--- config.mk ---
export PLATFORM = sky130hd
export DESIGN_NAME = dmem_arbiter
export DESIGN_NICKNAME = d
export VERILOG_FILES = /design/src/rtl/dmem_arbiter.sv
export SDC_FILE = /design/constraint.sdc
export NUM_CORES = 1
export LEC_CHECK = 0
export ABC_CLOCK_PERIOD_IN_PS = 5470
export CAP_MARGIN = 10
export CORE_AREA = 4 4 229 231
export DETAILED_ROUTE_END_ITERATION = 6
export DIE_AREA = 0 0 233 235
export PLACE_DENSITY_LB_ADDON = 0.15
export SLEW_MARGIN = 20
export SYNTH_ARGS = -nofsm -noshare
export SYNTH_HDL_FRONTEND = slang
export SYNTH_SLANG_ARGS = --single-unit
--- constraint.sdc ---
create_clock -name clk -period 5.47 [get_ports clk]
set_input_delay 1.094 -clock clk [delete_from_list [all_inputs] [get_ports clk]]
set_output_delay 1.094 -clock clk [all_outputs]
set_load 0.03 [all_outputs]
--- src/rtl/dmem_arbiter.sv ---
// Two-port (CPU / DMA) arbiter and sequencer for the single data memory.
// Latches the round-robin winner, holds it on the memory port for LATENCY cycles, then pulses done.
module dmem_arbiter #(
  parameter int LATENCY = 2,
  parameter int XFER    = 8
) (
  input  logic        clk,
  input  logic        reset_n,
  input  logic        cpu_req,
  input  logic        cpu_we,
  input  logic [63:0] cpu_addr,
  input  logic [63:0] cpu_wdata,
  output logic        cpu_done,
  output logic [63:0] cpu_rdata,
  output logic        cpu_stall,
  input  logic        dma_req,
  input  logic        dma_we,
  input  logic [63:0] dma_addr,
  input  logic [63:0] dma_wdata,
  output logic        dma_done,
  output logic [63:0] dma_rdata,
  output logic [63:0] mem_address,
  output logic        mem_write_enable,
  output logic        mem_read_enable,
  output logic [63:0] mem_write_data,
  output logic [3:0]  mem_xfer_size,
  input  logic [63:0] mem_read_data
);

  // Handshake: a port raises req and holds it (with we/addr/wdata) until its done pulses for one
  // cycle; done means the access finished and, for a read, rdata already holds the result.
  typedef enum logic [1:0] {IDLE = 2'd0, ACCESS = 2'd1, DONE = 2'd2} state_t;

  localparam logic [3:0] CNT_LOAD = 4'(LATENCY - 1);

  state_t      state, state_next;
  logic [3:0]  cnt, cnt_next;
  logic        last_grant, last_grant_next;  // 1 = DMA
  logic        winner, winner_next;          // 1 = DMA
  logic        we_q, we_next;
  logic [63:0] addr_q, addr_next;
  logic [63:0] wdata_q, wdata_next;
  logic [63:0] cpu_rdata_next, dma_rdata_next;
  logic        pick_dma;

  // DMA wins when alone, or on a tie when the CPU was granted last.
  assign pick_dma = dma_req & (~cpu_req | ~last_grant);

  always_ff @(posedge clk) begin
    if (!reset_n) begin
      state      <= IDLE;
      cnt        <= 4'd0;
      last_grant <= 1'b1;
      winner     <= 1'b0;
      we_q       <= 1'b0;
      addr_q     <= 64'd0;
      wdata_q    <= 64'd0;
      cpu_rdata  <= 64'd0;
      dma_rdata  <= 64'd0;
    end else begin
      state      <= state_next;
      cnt        <= cnt_next;
      last_grant <= last_grant_next;
      winner     <= winner_next;
      we_q       <= we_next;
      addr_q     <= addr_next;
      wdata_q    <= wdata_next;
      cpu_rdata  <= cpu_rdata_next;
      dma_rdata  <= dma_rdata_next;
    end
  end

  always_comb begin
    state_next      = state;
    cnt_next        = cnt;
    last_grant_next = last_grant;
    winner_next     = winner;
    we_next         = we_q;
    addr_next       = addr_q;
    wdata_next      = wdata_q;
    cpu_rdata_next  = cpu_rdata;
    dma_rdata_next  = dma_rdata;
    case (state)
      IDLE: begin
        if (cpu_req || dma_req) begin
          winner_next = pick_dma;
          we_next     = pick_dma ? dma_we    : cpu_we;
          addr_next   = pick_dma ? dma_addr  : cpu_addr;
          wdata_next  = pick_dma ? dma_wdata : cpu_wdata;
          cnt_next    = CNT_LOAD;
          state_next  = ACCESS;
        end
      end
      ACCESS: begin
        if (cnt != 4'd0) begin
          cnt_next = cnt - 4'd1;
        end else begin
          if (!we_q) begin
            if (winner) dma_rdata_next = mem_read_data;
            else        cpu_rdata_next = mem_read_data;
          end
          last_grant_next = winner;
          state_next      = DONE;
        end
      end
      DONE:    state_next = IDLE;
      default: state_next = IDLE;
    endcase
  end

  // Memory port is decoded from registered state only; nothing here depends on the req inputs.
  assign mem_address      = (state == ACCESS) ? addr_q  : 64'd0;
  assign mem_write_data   = (state == ACCESS) ? wdata_q : 64'd0;
  assign mem_read_enable  = (state == ACCESS) & ~we_q;
  assign mem_write_enable = (state == ACCESS) & we_q & (cnt == 4'd0);
  assign mem_xfer_size    = 4'(XFER);

  assign cpu_done  = (state == DONE) & ~winner;
  assign dma_done  = (state == DONE) &  winner;
  assign cpu_stall = cpu_req & ~cpu_done;

endmodule
==> impl_metrics.tcl <==
# place-and-route summary
set metrics [dict create \
    worst_clock_skew_ns 0.0212 \
    hold_ws_ns 0.456 \
    antenna_found_initial 11 \
    drive_above_1_share 0.0422 \
    adder_share 0.00211 \
    slew_violations 0 \
    ys_ff 265 \
    antenna_left 0 \
    simple_gate_share 0.224 \
    final_layout_top_logic_cells "clkdlybuf4s50_1, nand2_1, dfxtp_1" \
    period_used_share 0.777 \
    setup_tns_ns 0 \
    synthFlopType "dfxtp_1" \
    ctsResizeCount 0 \
    hold_depth 2 \
    cts.htree.levels 2 \
    final-hold-violation-count 0 \
    fin_total_pwr_mw 6.02 \
    synth_area_mm2 0.0118 \
    worstSetupPathType "reg2out" \
    gp_congestion 0.788 \
    power_per_cell_area_mw_per_mm2 311 \
    areaGrowthSynthToFinish_pct 63.2 \
    status "finished, final reports clean" \
    die_w_um 233 \
    ys_async_sr_fraction 0 \
    fp_util 0.237 \
    ff2ff_path_depth 6 \
    worstPathRequired_ns 4.38 \
    openroad.warnings 30 \
    end_kind "output pin" \
    post-dp-hpwl_um 36900 \
    ys_seq_frac 0.448 \
    worst_slack_ns 1.22 \
    coreArea_mm2 0.0501 \
    maxSlewHeadroom 0.339 \
    drt_pre_antenna_iters 5 \
    rsz0062_at_grt "false" \
    synth_warnings 0 \
    overflow 0 \
    clock.fmax_ghz 0.235 \
    die_h_um 235 \
    cp-start-kind "register" \
    layout.nets 2250 \
    slowest_stage "nor2b_4" \
    ys_types 36 \
    grt_first_pass_wirelength_um 77600 \
    insertion_delay_ns 0.53 \
    ir_drop_v 0.000161 \
    dp_slack_ns 1.64 \
    power.leakage_nw 7.89 \
    fill_cells 5155 \
    cap_viol_max_count 0 \
    min_period_ns 4.25 \
    worstPathMaxFanout 39 \
    synthCells 1419 \
    drc 0 \
]
-- worst paths after layout --
path / from / end / slack (ns)
worst max-delay path: state[0]$_SDFFE_PN0P_ / mem_write_enable / 1.22
worst min register to register: dma_rdata[57]$_SDFFE_PN0P_ / dma_rdata[57]$_SDFFE_PN0P_ / 0.46
worst max register to register: state[0]$_SDFFE_PN0P_ / dma_rdata[29]$_SDFFE_PN0P_ / 2.44
worst min-delay path: dma_rdata[57]$_SDFFE_PN0P_ / dma_rdata[57]$_SDFFE_PN0P_ / 0.46
-- Yosys cell counts, drive strengths merged (2+ instances only) --
| master | n | share of area |
|---|---|---|
| a311oi | 129 | 0.095 |
| nor3 | 3 | 0.0013 |
| nand2 | 452 | 0.14 |
| nand3 | 4 | 0.0017 |
| or2 | 2 | 0.0011 |
| ha | 2 | 0.0021 |
| a21oi | 132 | 0.056 |
| buf | 34 | 0.024 |
| a211oi | 3 | 0.0019 |
| inv | 4 | 0.0013 |
| nor2 | 5 | 0.0016 |
| dfxtp | 265 | 0.45 |
| or4 | 2 | 0.0016 |
| and2 | 128 | 0.068 |
| conb | 2 | 0.00063 |
| nor3b | 2 | 0.0013 |
| mux2i | 128 | 0.11 |
| nor2b | 2 | 0.0011 |
| o21ai | 3 | 0.0013 |
| clkbuf | 107 | 0.034 |
-- cells by family (layout without fill, tap and decap cells) --
group,Yosys count,count (layout)
AND/OR/NAND/NOR,606,606
AND-OR/OR-AND,271,271
flip-flops,265,265
buffers and inverters,145,669
multiplexers,128,128
adder cells (fa/ha/maj),2,2
other,2,8
-- layout make-up --
cell class,instances,area (um^2),share of cell area
repair buffers,605,6140,0.318
inverters,4,20.0,0.00104
multi-input cells,1011,5890,0.305
flip-flops and latches,265,5310,0.274
diodes,4,10.0,0.000518
clock buffers,48,975,0.0504
well taps,672,841,0.0435
clock inverters,12,148,0.00764
-- stage by stage --
step,utilization,instance area (um^2),std cells
2_1_floorplan,-,11900,1421
3_5_place_dp,0.363,18200,2556
6_report,0.386,19300,2621
3_3_place_gp,0.362,18100,2554
5_1_grt,0.386,19300,2620
4_1_cts,0.385,19300,2616
-- registers in the layout, summed over array words and instances, names as in the netlist --
signal / count
cnt: 4
cpu_rdata: 64
we_q: 1
addr_q: 64
dma_rdata: 64
wdata_q: 64
state: 2
winner: 1
last_grant: 1
-- routing by layer --
metal,part of all wire,vias up
li1,-,5870
met1,0.41,5739
met2,0.47,443
met3,0.10,72
met4,0.020,8
met5,0.0010,-
-- where the power goes --
part	internal (mW)	total [mW]	switching (mW)
sequential	2.12	2.23	0.111
clock	1.39	2.28	0.897
combinational	0.673	1.50	0.828
-- worst register-to-register path, delay by kind of cell (launching register included) --
family                 cells  cell delay [ns]
AND/OR/NAND/NOR            2             0.96
buffers and inverters      3             1.17
multiplexers               1             0.30
flip-flops                 1             0.45
Metal 4:
Scale: 2 px per um. Supply wires on this layer in grey.
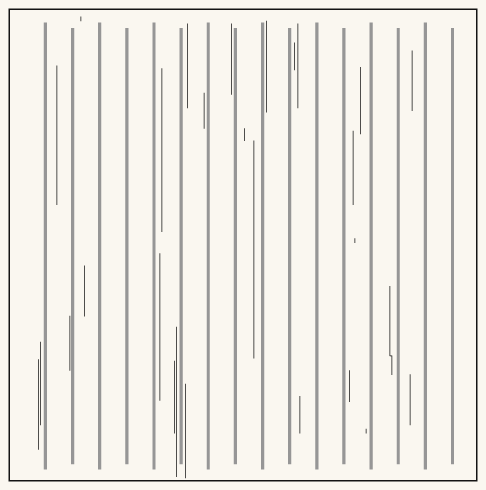
nets with wire on the layer = 19
share of all routed wire = 2.0%
WL final: 52700 um
via count: 12100

Routing congestion:
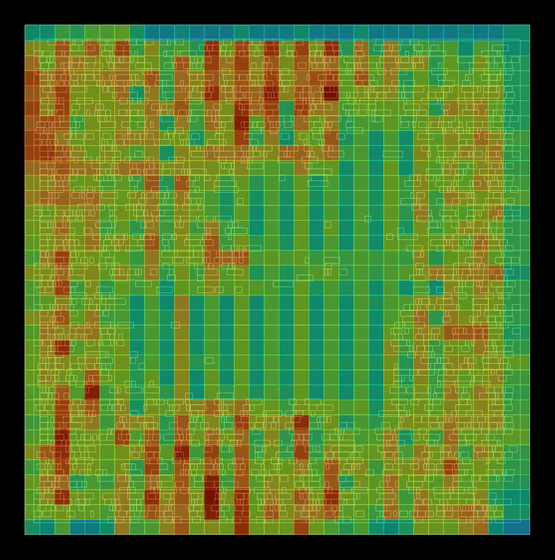
GR Util met3: 0.0767
met2 usage: 0.301
GRT Util Overall: 0.181
GRT busiest layer: met2

Wire density map:
Scale: 1.5 px per um. The die is cut into 23 by 24 equal tiles; white is low, dark blue is high, scaled to the fullest tile. Values are wire area over tile area, all layers added.
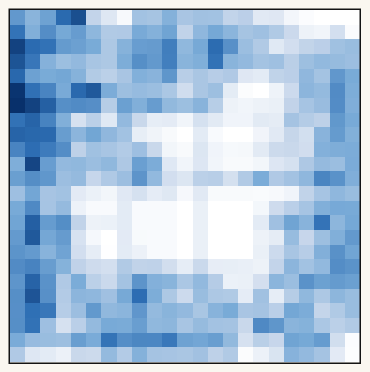
emptiest ninth of the die = centre
mean over tiles = 0.16
fullest tile = 0.45
tiles over half the peak = 24%
nearly empty tiles = 5.3%
densest ninth of the die = upper left
per-cell routed wire length: 20.1 um

Gate-type map:
Scale: 2 px per um.
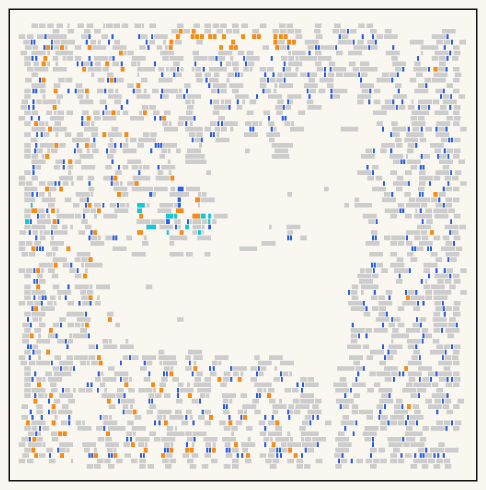
cyan -> nor cells  # cells 13
orange -> and/or cells  # cells 135, most used and2_1
blue -> nand cells  # cells 458, most used nand2_1, where all over the die
fin cells: 2621
Commonest Layout Cell: clkdlybuf4s50_1
combinational fraction of the cell area: 0.305

No activity file was given, so power comes from the tool's default toggle rates.
